Fig. 1: met4 routing
Bar = 20 um.
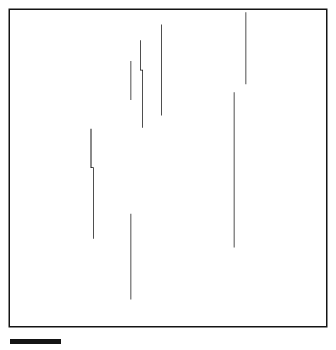
Fig. 2: metal layers overlaid
Bar = 20 um.
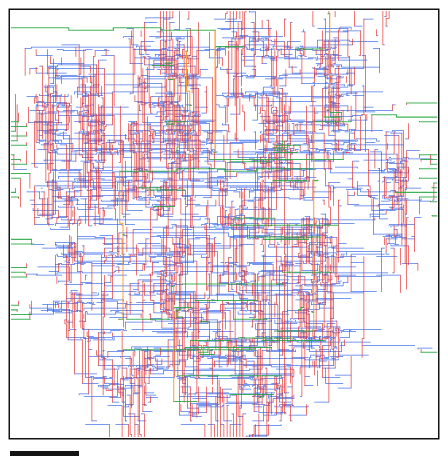
Fig. 3: selected gate families
Bar = 20 um.
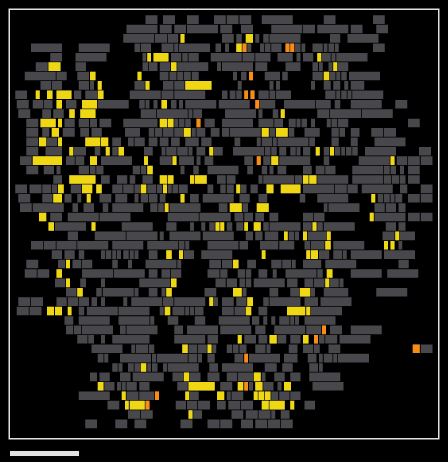
Fig. 4: placed cells, one color a class
Bar = 20 um. Fill, decap, tap and diode cells in gray.
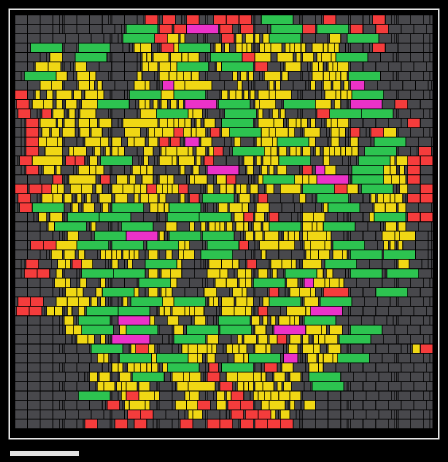
Fig. 5: cell placement
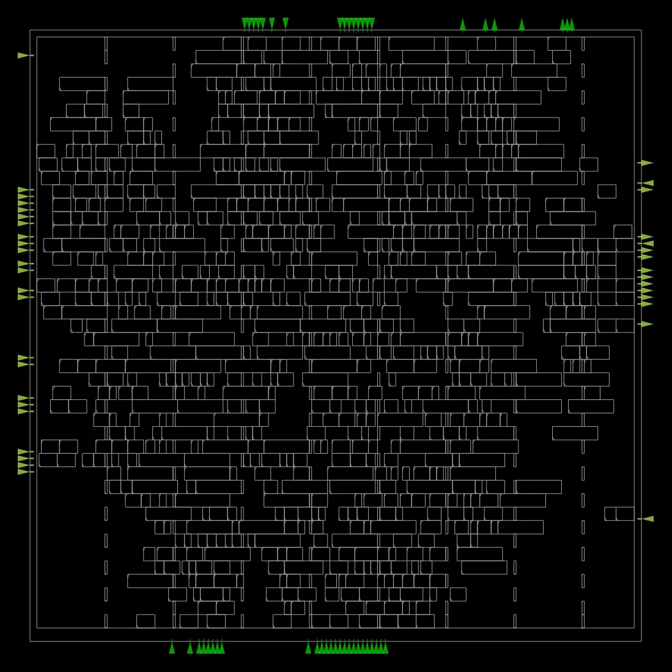
==> config.mk <==
export PLATFORM = sky130hd
export DESIGN_NAME = pw_trigger_pulse_gen_flat
export DESIGN_NICKNAME = d
export VERILOG_FILES = /design/src/rtl/pw_trigger_pkg.sv /design/src/rtl/pw_trigger_pulse_gen_if.sv /design/src/rtl/pw_down_counter.sv /design/src/rtl/pw_trigger_pulse_gen.sv /design/src/flat_wrapper.sv
export SDC_FILE = /design/constraint.sdc
export NUM_CORES = 1
export LEC_CHECK = 0
export CAP_MARGIN = 20
export CORE_UTILIZATION = 45
export DETAILED_ROUTE_END_ITERATION = 8
export HOLD_SLACK_MARGIN = 0.02
export PLACE_DENSITY = 0.71
export SLEW_MARGIN = 20
export SYNTH_ARGS = -nofsm -noshare
export SYNTH_HDL_FRONTEND = slang
export SYNTH_SLANG_ARGS = --single-unit
==> constraint.sdc <==
create_clock -name trigger_clk -period 3.56 [get_ports trigger_clk]
set_clock_uncertainty 0.15 [all_clocks]
set_input_delay 0.356 -clock trigger_clk [delete_from_list [all_inputs] [get_ports trigger_clk]]
set_output_delay 0.356 -clock trigger_clk [all_outputs]
set_load 0.03 [all_outputs]
==> reports/results.md <==
| Parameter | Reported |
|---|---|
| Filler instances | 1257 |
| WS Path Type | register to register |
| Number of warnings in the stage logs | 26 |
| Post-synthesis share of cell area spent on xor and xnor gates | 9.84% |
| Clk slew on worst S/H paths | 0.08 ns |
| Net total in the final layout | 910 |
| TritonCTS clock tree | done |
| Horizontal die size | 124 um |
| Number of flip-flops in the largest register | 20 |
| Setup repair bufs after CTS | 0 |
| Switching power | 1.72 mW |
| Unrepaired setup endpoints after global routing | no |
| Min-Delay Path Class | input pin to async pin |
| H-tree depth | 3 |
| Layout Area Growth over Synthesis | 21.9% |
| Gate power share | 33.6% |
| Resized cells post-CTS | 0 |
| Weighted congestion reported at the end of routability-driven placement | 0.860 |
| Final period demand of the worst path | 3.29 ns |
| Top comb family, area | simple AND/OR/NAND/NOR gates |
| Vias/cell | 5.78 |
| Number of distinct library cell variants in the gate-level netlist after synthesis | 73 |
| Post-DP HPWL | 12600 um |
| Outcome | completed |
| Flip-flops with a built-in enable | 0 |
| Arrival time of the worst setup path | 3.37 ns |
| Gr ovfl total | 0 |
| Number of setup violations in the final report | 0 |
| AND-OR/OR-AND Cells, Area Fraction | 16.7% |
| CTS hold repair buffers | 0 |
| Placement Setup Slack | 0.103 ns |
| Clock sink count | 105 |
| Via count of the first global-routing pass | 5629 |
| Fraction of synthesis flops using an asynchronous set or reset pin | 100% |
| Routed length on met2 | 7930 um |
| Largest stage delay, worst path | 0.37 ns |
| Syn. warnings | 0 |
| Setup slack after layout | 0.271 ns |
| Cell with the biggest individual delay on the critical path | dfrtp_1 |
| Synth area leader | dfrtp_1 |
| Cell types occupying the most area after synthesis | dfrtp_1 (39%), xnor2_1 (6.2%), nand2_1 (5.8%), o21ai_0 (4.3%), xor2_1 (3.7%) |
| Post-Synth Simple-Gate Area | 25.3% |
| Syn_nets | 818 |
| Power consumed by the clock network | 1.06 mW |
| Area fraction of the dominant cell type after synthesis | 39.3% |
| Combinational cell power | 1.52 mW |
| Cell-internal power | 2.81 mW |
| Number of buffers added by the clock tree synthesis step | 9 |
| Cell count listed in synth_stat.txt | 738 |
| Remaining max-slew budget at the tightest pin | 51.8% |
| Share of synthesized area occupied by flip-flops and latches | 39.3% |
| CTS Root Cell | clkbuf_16 |
| DRT iter0 DRCs | 461 |
| Chip area | 15300 um2 |
| Sequential-cell power consumption | 1.95 mW |
| Sequential share of power | 43.1% |
| Critical Path Source Type | register |
| Maximum net fanout on the critical path | 13 |
| Mean cell area of the mapped netlist | 9.05 um2 |
| Slew at the pin closest to its max-slew limit | 0.723 ns |
| Antenna viol nets, final | 0 |
| Post-route fraction of the period consumed by the critical path | 92.4% |
| Port bufs | 84 |
About Fig. 1:
nets with wire on the layer	5
longest straight run	60.5 um
main direction	vertical
wire length on this layer	251 um
routed wire length: 16600 um
number of vias after detailed routing: 5893

About Fig. 2:
layer	color	wire length
metal 1	blue	7640 um
metal 4	orange	251 um
metal 3	green	792 um
metal 2	red	7930 um
All-Layer GR Usage: 22.7%
Routed WL per cell: 16.3 um

About Fig. 3:
family	color	cells	most used
NOR gates	yellow	138	nor2_1
inverters	orange	16	inv_1
share of the final layout cell area in multi-input gates: 47.1%
post-route insts no fill: 1019

About Fig. 4:
class	color	cells
combinational and other logic	yellow	601
other buffers and delay cells	red	113
clock drivers and dummy loads	magenta	16
flops	green	105
Row Count: 44
flop share of the area: 32.3%

About Fig. 5:
Core Area: 14500 um2
number of well taps: 184

[worst max-delay path: cells and delay by family, from the launching register on]
| family | cells | cell delay (ns) |
|---|---|---|
| adders and majority gates | 3 | 0.69 |
| buffers and inverters | 1 | 0.21 |
| AOI/OAI and AO/OA | 4 | 0.79 |
| DFF | 1 | 0.37 |
| and+or+nand+nor | 5 | 0.70 |
| xor gates and xnor gates | 1 | 0.25 |
[placed cells by master (no fill, tap or decap), drive strengths merged, types with 5 or more instances in the layout]
cell,instances
a2111oi,5
a211oi,7
a21oi,27
a221oi,9
and3,8
buf,29
clkbuf,9
clkdlybuf4s50,84
dfrtp,105
ha,14
inv,19
mux2i,18
nand2,104
nand2b,8
nand3,19
nand4,5
nor2,56
nor2b,7
nor3,43
nor4,25
o21ai,59
o31ai,18
or3,15
or4,8
xnor2,47
xor2,28
[synth_stat cells, drive strengths merged, types with 14 or more instances]
cell type,number
xnor2,47
mux2i,18
xor2,28
or3,15
inv,16
dfrtp,105
nor4,25
nor2,56
nor3,43
ha,14
buf,20
a21oi,27
nand2,104
o21ai,59
nand3,19
o31ai,18
[cells by family (layout without fill, tap and decap cells)]
group,after synthesis,in the layout
fa+ha+maj,14,14
xor+xnor,75,75
mux,18,18
simple gates,315,315
compound gates,162,162
other cells,1,1
buf+inv,48,145
flops,105,105
[per-layer routing]
layer	vias to the layer above	track usage (%)
li1	2858	-
met2	144	37.2
met5	-	0
met3	19	3.16
met4	0	7.68
met1	2872	30.9
[cell type report]
class                   count  area (um2)  area share (%)
clock inverters             7        87.6            1.08
flip-flops and latches    105        2630            32.3
inverters                  16        62.6           0.768
multi-input cells         585        3840            47.1
well taps                 184         230            2.83
clock buffers               9         225            2.77
repair buffers            113        1070            13.2
No activity file was given, so power comes from the tool's default toggle rates.
